Figure 1. The clock network.
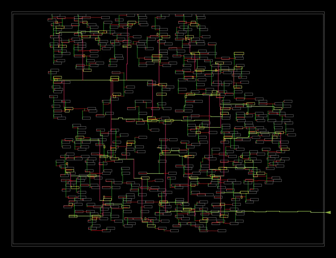
Figure 2. Routed clock nets over the placement.
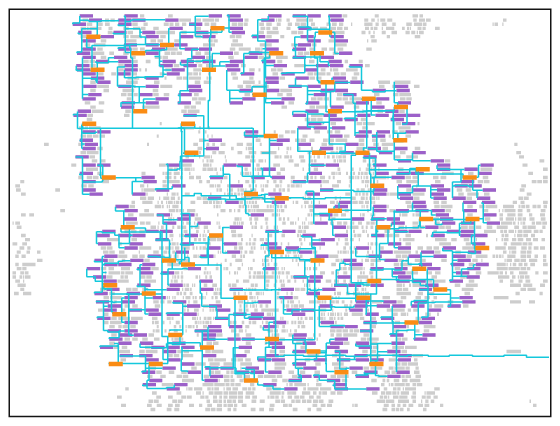
Figure 3. Cell sizes after repair.
The bar under the picture is 100 um long.
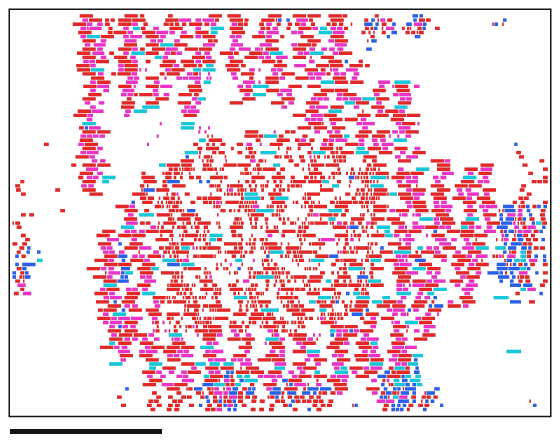
$ cat src/rtl/instr_fetch_unit.sv
// instr_fetch_unit: LEGv8 fetch PC, instruction-memory requester and in-order prefetch queue.
// Optional build macro IFU_PERF_COUNTERS_EN adds fetched/flushed/stall counters.
module instr_fetch_unit #(
    parameter int          DEPTH    = 4,
    parameter logic [63:0] RESET_PC = 64'h0
) (
    input  logic        CLOCK,
    input  logic        RESET_N,
    output logic        IMEM_REQ,
    output logic [63:0] IMEM_ADDR,
    input  logic        IMEM_READY,
    input  logic        IMEM_RVALID,
    input  logic [31:0] IMEM_RDATA,
    output logic        INSTR_VALID,
    output logic [31:0] INSTRUCTION,
    output logic [63:0] INSTR_PC,
    output logic [63:0] NEXT_PC,
    input  logic        INSTR_READY,
    input  logic        REDIRECT,
    input  logic [63:0] REDIRECT_PC
`ifdef IFU_PERF_COUNTERS_EN
    ,
    output logic [31:0] PERF_FETCHED,
    output logic [31:0] PERF_FLUSHED,
    output logic [31:0] PERF_STALL
`endif
);
    localparam int AW = $clog2(DEPTH);
    localparam int CW = $clog2(DEPTH + 1);
    localparam logic [CW:0] CAP = (CW + 1)'(DEPTH);

    logic [31:0]   word_q [DEPTH];
    logic [63:0]   pc_q   [DEPTH];
    logic [AW-1:0] head, tail;
    logic [CW-1:0] count, inflight, drop;
    logic [63:0]   fetch_pc, rsp_pc;
    logic          rsp, accept, push, pop, discard;

    // Credit check, handshakes and head-of-queue outputs; redirect blocks requests and pushes.
    always_comb begin
        rsp         = IMEM_RVALID && (inflight != '0);
        IMEM_REQ    = RESET_N && !REDIRECT && (({1'b0, count} + {1'b0, inflight}) < CAP);
        IMEM_ADDR   = fetch_pc;
        accept      = IMEM_REQ && IMEM_READY;
        push        = rsp && !REDIRECT && (drop == '0);
        discard     = rsp && !push;
        INSTR_VALID = count != '0;
        pop         = INSTR_VALID && INSTR_READY && !REDIRECT;
        INSTRUCTION = word_q[head];
        INSTR_PC    = pc_q[head];
        NEXT_PC     = pc_q[head] + 64'd4;
    end

    // Fetch/response PCs, queue pointers and credit counters; drop is rebuilt from inflight on redirect.
    always_ff @(posedge CLOCK or negedge RESET_N) begin
        if (!RESET_N) begin
            fetch_pc <= RESET_PC;
            rsp_pc   <= RESET_PC;
            head     <= '0;
            tail     <= '0;
            count    <= '0;
            inflight <= '0;
            drop     <= '0;
        end else begin
            inflight <= inflight + CW'(accept) - CW'(rsp);
            if (REDIRECT) begin
                fetch_pc <= {REDIRECT_PC[63:2], 2'b00};
                rsp_pc   <= {REDIRECT_PC[63:2], 2'b00};
                drop     <= inflight - CW'(rsp);
                head     <= tail;
                count    <= '0;
            end else begin
                if (accept) fetch_pc <= fetch_pc + 64'd4;
                if (push) rsp_pc <= rsp_pc + 64'd4;
                if (push) tail <= tail + AW'(1);
                if (pop) head <= head + AW'(1);
                if (discard) drop <= drop - CW'(1);
                count <= count + CW'(push) - CW'(pop);
            end
        end
    end

    // Queue storage; reset contents define the idle head outputs.
    always_ff @(posedge CLOCK or negedge RESET_N) begin
        if (!RESET_N) begin
            for (int i = 0; i < DEPTH; i++) begin
                word_q[i] <= '0;
                pc_q[i]   <= RESET_PC;
            end
        end else if (push) begin
            word_q[tail] <= IMEM_RDATA;
            pc_q[tail]   <= rsp_pc;
        end
    end

`ifdef IFU_PERF_COUNTERS_EN
    // Event counters; redirect flushes count both the emptied queue and any same-cycle response.
    always_ff @(posedge CLOCK or negedge RESET_N) begin
        if (!RESET_N) begin
            PERF_FETCHED <= '0;
            PERF_FLUSHED <= '0;
            PERF_STALL   <= '0;
        end else begin
            PERF_FETCHED <= PERF_FETCHED + 32'(push);
            PERF_FLUSHED <= PERF_FLUSHED + 32'(discard) + (REDIRECT ? 32'(count) : 32'd0);
            PERF_STALL   <= PERF_STALL + 32'(INSTR_READY && !INSTR_VALID);
        end
    end
`endif
endmodule

$ cat config.mk
export PLATFORM = sky130hd
export DESIGN_NAME = instr_fetch_unit
export DESIGN_NICKNAME = d
export VERILOG_FILES = /design/src/rtl/instr_fetch_unit.sv
export SDC_FILE = /design/constraint.sdc
export NUM_CORES = 1
export LEC_CHECK = 0
export CORE_ASPECT_RATIO = 0.75
export CORE_UTILIZATION = 28
export CTS_CLUSTER_SIZE = 12
export DETAILED_ROUTE_END_ITERATION = 16
export GPL_ROUTABILITY_DRIVEN = 0
export GPL_TIMING_DRIVEN = 0
export PLACE_DENSITY = 0.54
export RECOVER_POWER = 25
export SETUP_SLACK_MARGIN = 0.1
export SYNTH_ARGS = -nofsm -noshare
export SYNTH_HDL_FRONTEND = slang
export SYNTH_SLANG_ARGS = --single-unit
$ cat constraint.sdc
create_clock -name CLOCK -period 3.9 [get_ports CLOCK]
set_clock_uncertainty 0.05 [all_clocks]
set_input_delay 0.78 -clock CLOCK [delete_from_list [all_inputs] [get_ports CLOCK]]
set_output_delay 0.78 -clock CLOCK [all_outputs]
set_load 0.02 [all_outputs]
==> flow_summary.yaml <==
# physical design summary
run_status:
  status: "finished with violations"
  violations: "max-capacitance violations, max-slew violations, negative setup slack"
worst_setup_path:
  path_cells: "buf_6, buf_12, buf_4, mux4_2, clkinvlp_4, nor4_4, buf_12, buf_12, nand4_4, buf_12, nor3_4, xor2_1, buf_4"
  crit_family: "buffers and inverters"
  worstSetupStartpointType: "flip-flop"
  critPathSlowestCell: "mux4_2"
  regToRegSetupSlack_ps: 300
  crit_buf_inv: 8
final_timing:
  max_freq_mhz: 231
  setup_violations: 51
  timing.final.ws_setup_ps: -426
  drv_slew: 315
  period_needed_ps: 4330
  tightest_slew_ps: 3120
  fin_crit_sh_pct: 111
yosys:
  top_area_share_pct: 49.2
  edf_count: 0
  ff_type: "dfrtp_1"
  synth.most_common_cell: "dfrtp_1"
  yosysCellCount: 2081
  synth.cellmix.xorXnorShare_pct: 4.46
  ys_seq_share_pct: 49.2
  synthMuxAreaShare_pct: 25.5
  ys_chip_area_mm2: 0.0261
pwr:
  internal-power_mw: 14.5
  max-vdd-ir-drop_mv: 0.346
  p_sw_share_pct: 34.9
  p_switching_mw: 7.76
  top_power_group: "combinational logic"
  power_frac_seq_pct: 35.6
global_route:
  met1_usage_pct: 27.0
  antenna_found_initial: 5
  top_usage_layer: "met2"
  use_met3_pct: 6.43
  grt_pass1_wl_mm: 140
  met2_usage_pct: 31.2
  grt_max_degree: 109
finish:
  regArea_mm2: 0.0128
  top_register: "pc_q"
  finalNonFillerCells: 3825
  inverters: 50
  area_share_clock_buf_inv_pct: 5.67
  layout_top_cell: "dfrtp_1"
  final_core_util_pct: 37.5
  nonClkBufAreaFrac_pct: 14.5
  fin_nets: 2677
place:
  pre_cts_slack_ps: -2520
job:
  drv_cap: 6
cts:
  cts_root_buf: "clkbuf_16"
  ctsResizeCount: 502
detailed_routing:
  drc: 0
  drt_iter0_markers: 1491
  maxUsedRoutingLayer: "met5"
min_path:
  worstHoldPathType: "input pin to asynchronous set/reset pin"
floorplanning:
  core_mm2: 0.0919
  core_util_floorplan_pct: 28.4
About Figure 1:
clock buffer count: 85
TritonCTS buffer count: 58
Flops: 513
TritonCTS Sinks: 513
P_clk: 5.66 mW

About Figure 2:
purple -> flip-flops  # count 513
orange -> clock drivers  # count 58
cyan -> clock wires  # length 7360 um
routed clock nets = 59
clock share of power: 25.4%
Late-Pin Clk Latency: 640 ps

About Figure 3:
blue -> _3 and _4 cells  # cells 191, share 7.4%, most used buf_4
red -> _0 and _1 cells  # cells 1667, share 64%, most used dfrtp_1
cyan -> _6 and larger  # cells 144, share 5.5%, most used clkbuf_16
magenta -> _2 cells  # cells 595, share 23%, most used mux2_2

Power and IR drop assume default switching activity.
